File: config.mk
export PLATFORM = sky130hd
export DESIGN_NAME = split
export DESIGN_NICKNAME = d
export VERILOG_FILES = /design/src/rtl/split_pkg.sv /design/src/rtl/split_timeout.sv /design/src/rtl/split.sv
export SDC_FILE = /design/constraint.sdc
export NUM_CORES = 1
export LEC_CHECK = 0
export ABC_AREA = 1
export CORE_AREA = 2 2 119 121
export DETAILED_ROUTE_END_ITERATION = 12
export DIE_AREA = 0 0 121 123
export PLACE_DENSITY = 0.68
export SYNTH_ARGS = -nofsm -noshare
export SYNTH_HDL_FRONTEND = slang
export SYNTH_HIERARCHICAL = 1
export SYNTH_SLANG_ARGS = --single-unit
File: constraint.sdc
create_clock -name clk -period 3.85 [get_ports clk]
set_input_delay 0.385 -clock clk [delete_from_list [all_inputs] [get_ports clk]]
set_output_delay 0.385 -clock clk [all_outputs]
set_load 0.02 [all_outputs]
File: src/rtl/split_pkg.sv
// Interconnect bus field macros and split helpers. The macros expect DATA_W and ADDR_W in scope.
`ifndef INTERCONNECT_VH
`define INTERCONNECT_VH
`define REQ_W (1 + ADDR_W + DATA_W + DATA_W/8)
`define RESP_W (DATA_W + 1)
`define REQ_OFF(k) ((k) * `REQ_W)
`define RESP_OFF(k) ((k) * `RESP_W)
`define VALID_BIT(k) ( `REQ_OFF(k) + `REQ_W - 1)
`define ADDR_MSB(k) ( `REQ_OFF(k) + `REQ_W - 2)
`define READY_BIT(k) ( `RESP_OFF(k))
`define RDATA_LSB(k) ( `RESP_OFF(k) + 1)
`endif

`ifndef SPLIT_ERR_DATA
`define SPLIT_ERR_DATA (DATA_W'(32'hDEADBEEF))
`endif

package split_pkg;

  // Width of the slave select; a single slave still needs one bit.
  function automatic int unsigned sel_width(input int unsigned n_slaves);
    return (n_slaves > 1) ? $clog2(n_slaves) : 1;
  endfunction

  function automatic int unsigned cnt_width(input int unsigned timeout_cyc);
    return (timeout_cyc > 0) ? $clog2(timeout_cyc + 1) : 1;
  endfunction

endpackage

File: src/rtl/split_timeout.sv
// BUSY-cycle counter: load starts a count at 1, inc advances it, expired_c flags the limit.
module split_timeout
  import split_pkg::*;
#(
  parameter int unsigned TIMEOUT_CYC = 255,
  parameter int unsigned CNT_W       = cnt_width(TIMEOUT_CYC)
) (
  input  logic clk,
  input  logic rst,
  input  logic load,
  input  logic inc,
  output logic expired_c
);

  logic [CNT_W-1:0] tcnt;

  always_ff @(posedge clk) begin
    if (rst) begin
      tcnt <= '0;
    end else if (load) begin
      tcnt <= CNT_W'(1);
    end else if (inc) begin
      tcnt <= tcnt + CNT_W'(1);
    end
  end

  assign expired_c = (tcnt == CNT_W'(TIMEOUT_CYC));

endmodule

File: src/rtl/split.sv
// 1-to-N request demultiplexer: address-decoded slave select, response return path,
// local error response for unmapped addresses and optional BUSY timeout.
module split
  import split_pkg::*;
#(
  parameter int unsigned N_SLAVES    = 2,
  parameter int unsigned DATA_W      = 32,
  parameter int unsigned ADDR_W      = 32,
  parameter int unsigned TIMEOUT_CYC = 255
) (
  input  logic                         clk,
  input  logic                         rst,
  input  logic [`REQ_W-1:0]            m_req,
  output logic [`RESP_W-1:0]           m_resp,
  output logic [N_SLAVES*`REQ_W-1:0]   s_req,
  input  logic [N_SLAVES*`RESP_W-1:0]  s_resp,
  output logic                         err
);

  localparam int unsigned NB = sel_width(N_SLAVES);

  typedef enum logic [1:0] {
    ST_IDLE = 2'd0,
    ST_BUSY = 2'd1,
    ST_ERR  = 2'd2
  } state_t;

  state_t             state, state_nxt;
  logic [NB-1:0]      sel_reg, sel_nxt;
  logic [NB-1:0]      idx_c, route_idx_c;
  logic               mapped_c, route_c;
  logic               err_nxt, tload, tinc, expired_c;
  logic [`RESP_W-1:0] sel_resp_c;

  // Address decode from the top address bits
  generate
    if (N_SLAVES == 1) begin : g_single
      assign idx_c    = '0;
      assign mapped_c = 1'b1;
    end else if (N_SLAVES == (32'd1 << NB)) begin : g_pow2
      assign idx_c    = m_req[`ADDR_MSB(0) -: NB];
      assign mapped_c = 1'b1;
    end else begin : g_sparse
      assign idx_c    = m_req[`ADDR_MSB(0) -: NB];
      assign mapped_c = (idx_c < NB'(N_SLAVES));
    end
  endgenerate

  // IDLE routes by the live decode; BUSY sticks to the owning slave
  assign route_idx_c = (state == ST_IDLE) ? idx_c : sel_reg;

  always_comb begin : sel_resp_mux
    sel_resp_c = '0;
    for (int k = 0; k < N_SLAVES; k++) begin
      if (route_idx_c == NB'(k)) sel_resp_c = s_resp[`RESP_OFF(k) +: `RESP_W];
    end
  end

  always_comb begin : fsm_comb
    state_nxt = state;
    sel_nxt   = sel_reg;
    err_nxt   = 1'b0;
    route_c   = 1'b0;
    tload     = 1'b0;
    tinc      = 1'b0;
    m_resp    = '0;
    if (!rst) begin
      unique case (state)
        ST_IDLE: begin
          if (m_req[`VALID_BIT(0)]) begin
            if (mapped_c) begin
              route_c = 1'b1;
              sel_nxt = idx_c;
              if (!sel_resp_c[`READY_BIT(0)]) begin
                state_nxt = ST_BUSY;
                tload     = 1'b1;
              end
            end else begin
              state_nxt = ST_ERR;
              err_nxt   = 1'b1;
            end
          end
        end
        ST_BUSY: begin
          route_c = 1'b1;
          // A ready arriving on the expiry cycle still completes normally
          if (sel_resp_c[`READY_BIT(0)]) begin
            state_nxt = ST_IDLE;
          end else if (expired_c) begin
            state_nxt = ST_ERR;
            err_nxt   = 1'b1;
          end else begin
            tinc = 1'b1;
          end
        end
        ST_ERR: begin
          m_resp    = {`SPLIT_ERR_DATA, 1'b1};
          state_nxt = ST_IDLE;
        end
        default: state_nxt = ST_IDLE;
      endcase
      if (route_c) m_resp = sel_resp_c;
    end
  end

  always_comb begin : req_route
    s_req = '0;
    for (int k = 0; k < N_SLAVES; k++) begin
      if (route_c && (route_idx_c == NB'(k))) s_req[`REQ_OFF(k) +: `REQ_W] = m_req;
    end
  end

  always_ff @(posedge clk) begin
    if (rst) begin
      state   <= ST_IDLE;
      sel_reg <= '0;
      err     <= 1'b0;
    end else begin
      state   <= state_nxt;
      sel_reg <= sel_nxt;
      err     <= err_nxt;
    end
  end

  generate
    if (TIMEOUT_CYC != 0) begin : g_timeout
      split_timeout #(
        .TIMEOUT_CYC(TIMEOUT_CYC)
      ) u_timeout (
        .clk       (clk),
        .rst       (rst),
        .load      (tload),
        .inc       (tinc),
        .expired_c (expired_c)
      );
    end else begin : g_no_timeout
      logic unused_tctl;
      assign unused_tctl = tload ^ tinc;
      assign expired_c   = 1'b0;
    end
  endgenerate

endmodule

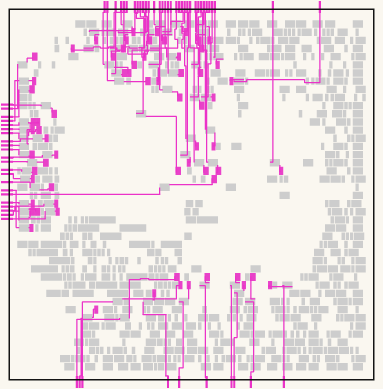
Fig. 1. Port wiring.
(3 px per micron)
- magenta: `s_resp` (direction input; end cells 66; buffers 66; wire 1700 microns)

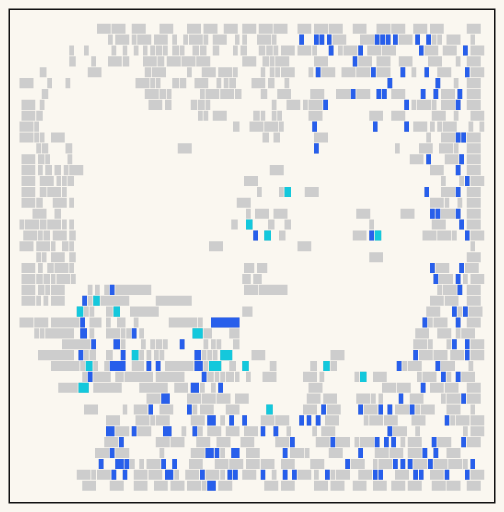
Fig. 2. Logic cells by family.
(4 px per micron)
- cyan: inverting AOI/OAI gates (cells 17; most used o21ai_0)
- blue: NOR gates (cells 156; most used nor2_1; where spread over the die)

==> flow_summary.toml <==
# synthesis and place-and-route metrics
[run_status]
status = "finished clean"

[yosys]
topCombFamilyByArea = "simple AND/OR/NAND/NOR gates"
synth.avg_cell_area_sq_um = 4.745
ys_sh_aoi_pct = 4.358
simple_gate_area_share_pct = 56.59
yosysUniqueCellTypes = 26
top_cells_by_count = "nor2_1, inv_1, nand2_1"
ys_warn_count = 6
synth.area.mux_share_pct = 0
xor_area_share_pct = 0.7821
yosys_area_sq_mm = 0.002240
yosysSeqAreaShare_pct = 10.73
synth_top_area_share_pct = 23.46
numSynthFlops = 12
edf_count = 0
area_leaders = "nor2_1, inv_1, nand3_1"
syn_inst = 472
adder_share_pct = 0.5587
synth_area_sq_mm = 0.002240
synth-main-ff-cell = "dfxtp_1"
yosys_cells = 472
synth_nets = 610
async_reset_ff_share_pct = 0
yosys.area.top_type = "nor2_1"

[finish]
nets = 902
top_register = "g_timeout.u_timeout/tcnt"
top_regs = "g_timeout.u_timeout/tcnt: 8 flops, state: 2 flops"
stdcell_count = 943
drive_gt1_share_pct = 4.456
antenna_cells = 0
largest_register_ffs = 8
area_growth_pct = 146.9
final.fill_count = 1464
finalInstanceArea_sq_mm = 0.005529

[routing]
route.met3.wl_microns = 1015
top_layer = "met4"
firstDrtPassIters = 4
m1WireLength_microns = 5088
drt-wirelength-per-cell_microns = 13.29
drt_wl_total_microns = 12530
drc = 0
first_iter_violations = 211
ant_nets = 0
wl_met2_microns = 6356
num_vias = 3760

[placed_design]
dp_slack_ns = 0.8195
place.gp.congestion = 0.8282
dpl.hpwl_microns = 10370
port_buffers = 308
detailed_place.area_sq_mm = 0.005440

[power]
power.switching_mw = 0.3885
pwr-share-clk_pct = 20.8
pwr-share-comb_pct = 66.1
max-vdd-ir-drop_mv = 0.2513
powerComb_mw = 0.660
p_int_mw = 0.6105
seq_power_share_pct = 13.1
clk-power_mw = 0.208
switching_share_pct = 38.89

[final_timing]
slew_headroom_pct = 48.88
finalSetupViolCount = 0
setup-tns-final_ns = 0
fin_crit_sh_pct = 79.01
finalHoldViolations = 0
setup_ws_ns = 0.8082
fin_crit_ns = 3.042
max_freq_ghz = 0.3288
hold_slack_ns = 0.4982
rsz0062_at_grt = "false"
slew_viol_final = 0

[worst_setup_path]
timing.rr.end = "g_timeout.u_timeout/tcnt[6]$_SDFFE_PP0P_"
crit_path_start_kind = "input port"
cpPeakStageDelay_ns = 0.70
timing.rr.start = "state[1]$_SDFFE_PP0P_"
crit_slowest_cell = "clkdlybuf4s50_1"
cp_top_family = "buffers and inverters"
cpMostUsedCell = "clkdlybuf4s50_1"
required_ns = 3.46
critPathCaptureType = "output pin"
cp.arrival_ns = 2.66
cp-endpoint = "m_resp[18]"
startpoint = "rst"
cp_num_buf_inv = 3
critPathMaxFanout = 77
cp.depth = 6
r2r_slack_ns = 1.76
cp_cell_sequence = "clkdlybuf4s50_1 -> nor2_8 -> nand3_2 -> buf_12 -> o21ai_0 -> clkdlybuf4s50_1"

[floorplanning]
coreArea_sq_mm = 0.01361
fp_util_pct = 16.45
row_count = 43
dieWidth_microns = 121
ios = 309
die_h_microns = 123

[global_route]
grt_max_degree = 78
use_met1_pct = 18.50
grt_antenna_before_repair = 1
grtUsageMet2_pct = 28.41
grt.met3_usage_pct = 3.690
grt_pass1_wl_microns = 17890
grt_pass1_vias = 3236
grt_usage_pct = 15.27
busiest_layer = "met2"

[min_path]
hold_path_depth = 2
hold_path.startpoint = "g_timeout.u_timeout/tcnt[2]$_SDFFE_PP0P_"
min_path_type = "flip-flop to flip-flop"

[cts]
cts_hold_buf = 0
cts.sinks = 12
root_buffer = "clkbuf_16"
clockBufferDepth = 2
htreeDepth = 1
cts_tree = "built"
path_clk_slew_ns = 0.04
cts_resized = 0

[flow_run]
drv_cap = 0
warnings = 26
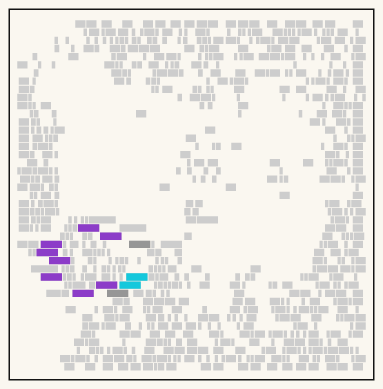
Fig. 3. Sequential cells coloured by netlist name.
(3 px per micron)
- purple: `g_timeout.u_timeout/tcnt` (flops 8)
- cyan: `state` (flops 2)
- not coloured: 2
Power Sequential: 0.131 mW
post-layout util: 40.62%
flop share of the area: 4.345%
Flop area: 240.2 sq um

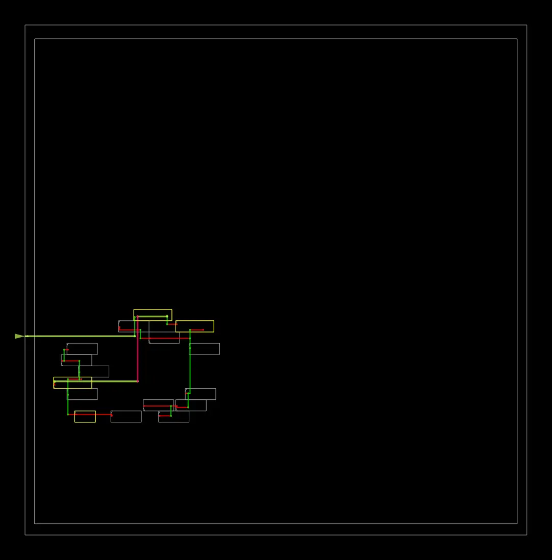
Fig. 4. The clock network.
CTS Buf Count: 3
Setup Skew: 0.002719 ns
clk_buf instances: 4
num sequential: 12
clk_lat worst skew: 0.24 ns

-- placed cells by master, fill, tap and decap left out --
cell type	instances
buf_12	1
a21oi_1	5
nor2_8	1
nand2_1	69
buf_4	4
inv_2	3
ha_1	1
o21ai_2	1
clkbuf_8	1
a21oi_2	1
nor2_4	1
clkdlybuf4s50_1	308
clkbuf_16	3
dfxtp_1	12
nor2_1	140
nand3_1	62
o21ai_0	7
nand2_2	5
nor2_2	11
xnor2_1	2
o21ai_1	1
nand4_1	1
a211oi_1	2
nand3_2	2
inv_1	116
nor3_1	3
-- area by class of cell --
class	instances	area, sq um	area share [%]
Sequential cell	12	240.2	4.345
Timing Repair Buffer	313	3133	56.66
Multi-Input combinational cell	315	1395	25.23
Inverter	119	446.7	8.079
Clock buffer	4	88.84	1.607
Tap cell	180	225.2	4.073
Power is estimated from default activity; no workload was simulated.
